Figure 1. Cells colored by class (run 1).
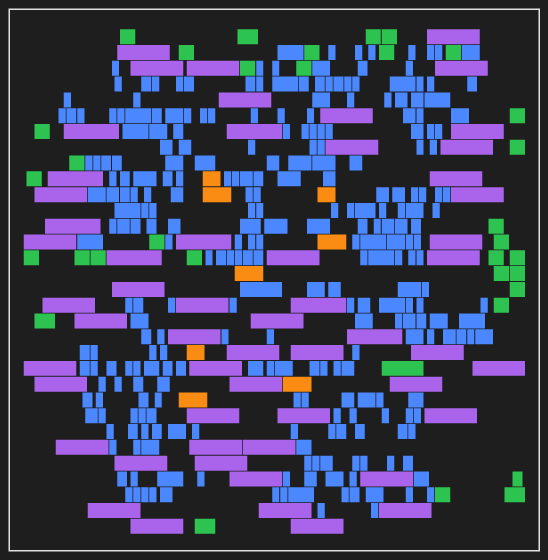
Figure 2. Congestion heat map (run 1).
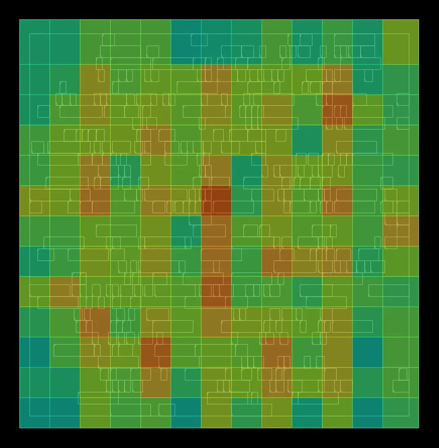
Figure 3. Placement density heat map (run 1).
Scale bar: 20 µm. 9 x 9 tiles, from dark blue (low) to red (high), 0 to 100% covered.
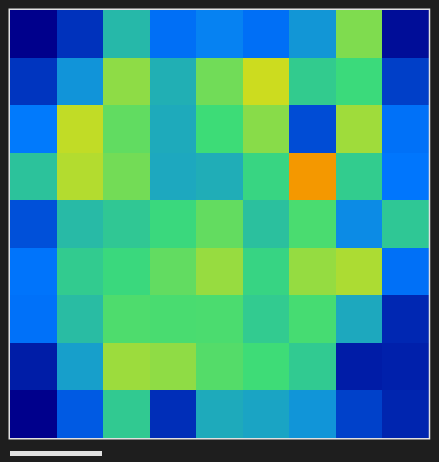
==> config.mk <==
export PLATFORM = sky130hd
export DESIGN_NAME = clock_timekeeper
export DESIGN_NICKNAME = d
export VERILOG_FILES = /design/src/rtl/clock_pkg.sv /design/src/rtl/btn_debounce.sv /design/src/rtl/clock_timekeeper.sv
export SDC_FILE = /design/constraint.sdc
export NUM_CORES = 1
export LEC_CHECK = 0
export ABC_AREA = 1
export CORE_AREA = 2 2 89 91
export CTS_CLUSTER_SIZE = 25
export DETAILED_ROUTE_END_ITERATION = 6
export DIE_AREA = 0 0 91 93
export HOLD_SLACK_MARGIN = 0.03
export PLACE_DENSITY_LB_ADDON = 0.05
export SYNTH_ARGS = -nofsm -noshare
export SYNTH_HDL_FRONTEND = slang
export SYNTH_SLANG_ARGS = --single-unit
==> constraint.sdc <==
create_clock -name clock -period 1.98 [get_ports clock]
set_input_delay 0.198 -clock clock [delete_from_list [all_inputs] [get_ports clock]]
set_output_delay 0.198 -clock clock [all_outputs]
set_load 0.1 [all_outputs]
==> results.py <==
# Synthesis and PnR figures
metrics = {
    "critical_path": {
        "setup.worst_path.end_class": "register",
        "cp_data_required_time_ps": 2180,
        "reg2regPathDepth": 9,
        "critical_path_arrival_ps": 1860,
        "criticalPathCategory": "reg -> reg",
        "r2r_setup_slack_ps": 330,
        "crit_path_max_fanout": 8,
        "startpoint_type": "register",
    },
    "place": {
        "last_weighted_congestion_value_of_the_routability_driven_placer": 0.8075,
        "port-buffer-count": 31,
        "dp_hpwl_mm": 4.039,
        "placed_instances": 469,
    },
    "power": {
        "power.static_leakage_nw": 1.671,
        "max-vdd-ir-drop_uv": 988.5,
        "cell_area_power_density_nw_per_um2": 1113,
    },
    "yosys": {
        "ys_area_um2": 2897,
        "tally_of_yosys_warning_messages": 0,
        "common_cells": "sky130_fd_sc_hd__nand2_1 (70), sky130_fd_sc_hd__dfrtp_1 (55), sky130_fd_sc_hd__nor2_1 (40)",
        "enable_flop_cells": 0,
        "syn_inst": 335,
        "largest_area_cell": "sky130_fd_sc_hd__dfrtp_1",
        "netlist.area_leader.share_pct": 47.52,
        "netlist-cell-type-count": 31,
        "synthesis.area_per_instance_um2": 8.646,
        "top_cells_by_area_synth": "sky130_fd_sc_hd__dfrtp_1 (48%), sky130_fd_sc_hd__nand2_1 (9.1%), sky130_fd_sc_hd__ha_1 (6.0%), sky130_fd_sc_hd__nor2_1 (5.2%), sky130_fd_sc_hd__inv_1 (4.9%)",
        "ys_async_sr_fraction_pct": 100.0,
        "synthesis.nets": 354,
        "ys_cells": 335,
        "post_synth_instance_area_um2": 2897,
        "synth_dominant_cell_count": "sky130_fd_sc_hd__nand2_1",
        "yosys.stat.seqShare_pct": 47.52,
        "yosys_register_bits": 55,
        "most_used_flip_flop_cell": "sky130_fd_sc_hd__dfrtp_1",
    },
    "clocking": {
        "clock_transition_at_path_regs_ps": 100,
        "h-tree-depth": 2,
        "root_buffer": "sky130_fd_sc_hd__clkbuf_8",
        "clock_sinks": 55,
        "cts_tree": "yes",
        "worstSkewPairLatency_ps": 310,
        "cts_made_buffers": 5,
        "post_cts_resized": 0,
        "clock_path_buffers": 2,
    },
    "worst_hold_path": {
        "worstHoldPathType": "in -> reg",
        "min_delay_path_depth": 1,
    },
    "global_routing": {
        "globalRouteTotalUtil_pct": 13.74,
        "initial_antenna_violation_count": 0,
        "grt_start_max_net_pins": 22,
        "via_count_of_the_first_global_routing_pass": 2012,
        "global_route.overflow_total": 0,
        "grt_first_pass_wirelength_mm": 9.542,
    },
    "timing": {
        "maxClockFrequency_ghz": 0.6046,
        "max_slew_violations": 0,
        "unrepaired_setup_endpoints_after_global_routing": "false",
        "tightestPinTransition_ps": 528.0,
        "period_minus_slack_ps": 1654,
        "skew_ps": 10.43,
        "maxSlewHeadroom_pct": 64.80,
        "fin_hold_ws_ps": 317.3,
        "layout_worst_path_cycle_share_pct": 83.54,
        "fin_setup_tns_ps": 0,
        "final-setup-viol-count": 0,
        "report.final.hold_viol_count": 0,
    },
    "route": {
        "drtPass1Iterations": 4,
        "route.detailed.drc": 0,
        "drt_wl_total_mm": 5.401,
        "detail_route.wl_per_cell_um": 11.30,
        "route.antenna.remaining_nets": 0,
        "drt_iter0_markers": 58,
        "via_count": 2189,
        "route.detailed.vias_per_inst": 4.579,
    },
    "cells_and_area": {
        "antenna-diode-count": 0,
        "instances_no_fill": 478,
        "layout.filler_cells": 777,
        "areaGrowthSynthToFinish_pct": 17.41,
        "fraction_of_final_layout_cells_with_drive_strength_greater_than_1_pct": 20.21,
        "final_nets": 394,
    },
    "die": {
        "chip_area_um2": 8463,
        "chipWidth_um": 91,
        "num_io_pins": 32,
        "die_h_um": 93,
    },
    "outcome": {
        "outcome": "complete, no violations",
    },
    "run": {
        "drv_cap": 0,
        "tool_warnings": 32,
    },
}
## Picture notes: Figure 1
Key: orange = clock drivers and dummy loads [cells 8]; purple = registers [cells 55]; green = remaining buffers and delay cells [cells 34]; blue = remaining logic cells [cells 279]
Seq area share: 40.77%
placeable core area: 7527 µm²
summed area of non-filler cells in the final layout: 3401 µm²
share of the core filled with cells in the final layout: 45.18%
total number of placement rows: 32

## Picture notes: Figure 2
met1 Resource Use GR: 20.49%
met3 usage in global routing: 3.223%

## Picture notes: Figure 3
2.5% of the tiles are nearly empty. 1.2% of the tiles are over 75% full. The fullest tile reaches 83%.
fraction of the core area occupied by cells at floorplan: 38.48%

[run 1: repair_timing]
action,in CTS,in global routing
setup buffers,0,0
hold endpoints to repair,19,0
hold buffers,1,0
[run 1: stage by stage]
stage | total power, W | instance area, µm² | worst slack, ps
global route | 0.004030 | 3401 | 135.6
CTS | 0.003846 | 3401 | 300.4
finish | 0.003786 | 3401 | 325.9
global placement | 0.003166 | 3296 | 329.3
floorplan | 0.002803 | 2907 | 6.205
detailed placement | 0.003168 | 3296 | 300.6
[run 1: cells by family after synthesis]
logic type | share of synthesized area, %
and+or+nand+nor | 29.76
DFF | 47.52
xor gates and xnor gates | 4.838
AOI/OAI and AO/OA | 6.264
adders and majority gates | 6.048
buffers and inverters | 5.572
[run 1: report_power, final]
part | internal, W | switching, W
registers | 0.00127 | 0.000195
logic | 0.000392 | 0.00128
clock network | 0.000261 | 0.000390
total | 0.00192 | 0.00186
[run 1: critical path, stage by stage (launching register included)]
cell and delay [ps]:
sky130_fd_sc_hd__dfrtp_2 430, sky130_fd_sc_hd__inv_1 90, sky130_fd_sc_hd__ha_1 170, sky130_fd_sc_hd__nand2_1 90, sky130_fd_sc_hd__nor2_4 130, sky130_fd_sc_hd__nand3_2 120
sky130_fd_sc_hd__nand2_4 160, sky130_fd_sc_hd__nand4_1 210, sky130_fd_sc_hd__nand2_1 110, sky130_fd_sc_hd__nand2_1 50
[run 1: layout make-up]
type | instances | area [µm²] | share of cell area [%]
sequential | 55 | 1386 | 40.77
multi-input combinational | 237 | 1359 | 39.96
timing repair buffer | 34 | 275.3 | 8.094
inverter | 42 | 157.7 | 4.636
tap | 102 | 127.6 | 3.753
clock buffer | 5 | 68.82 | 2.024
clock inverter | 3 | 26.28 | 0.7726
[run 1: layer usage]
layer | global-route usage (%) | wire length [µm] | up-vias
li1 | - | - | 1162
met4 | 4.167 | 38 | 0
met5 | 0 | 0 | -
met2 | 19.75 | 2260 | 29
met1 | 20.49 | 2887 | 996
met3 | 3.223 | 215 | 2
[run 1: cell usage in the layout, fill, tap and decap left out, types with 8 or more instances in the layout]
master                    instances
sky130_fd_sc_hd__a21oi_1          9
sky130_fd_sc_hd__buf_4           28
sky130_fd_sc_hd__dfrtp_1         47
sky130_fd_sc_hd__dfrtp_2          8
sky130_fd_sc_hd__ha_1            14
sky130_fd_sc_hd__inv_1           38
sky130_fd_sc_hd__nand2_1         70
sky130_fd_sc_hd__nand3_1         17
sky130_fd_sc_hd__nand4_1         14
sky130_fd_sc_hd__nor2_1          40
sky130_fd_sc_hd__nor3_1          10
sky130_fd_sc_hd__o21ai_0          8
sky130_fd_sc_hd__xor2_1          14
Power and IR drop assume default switching activity.
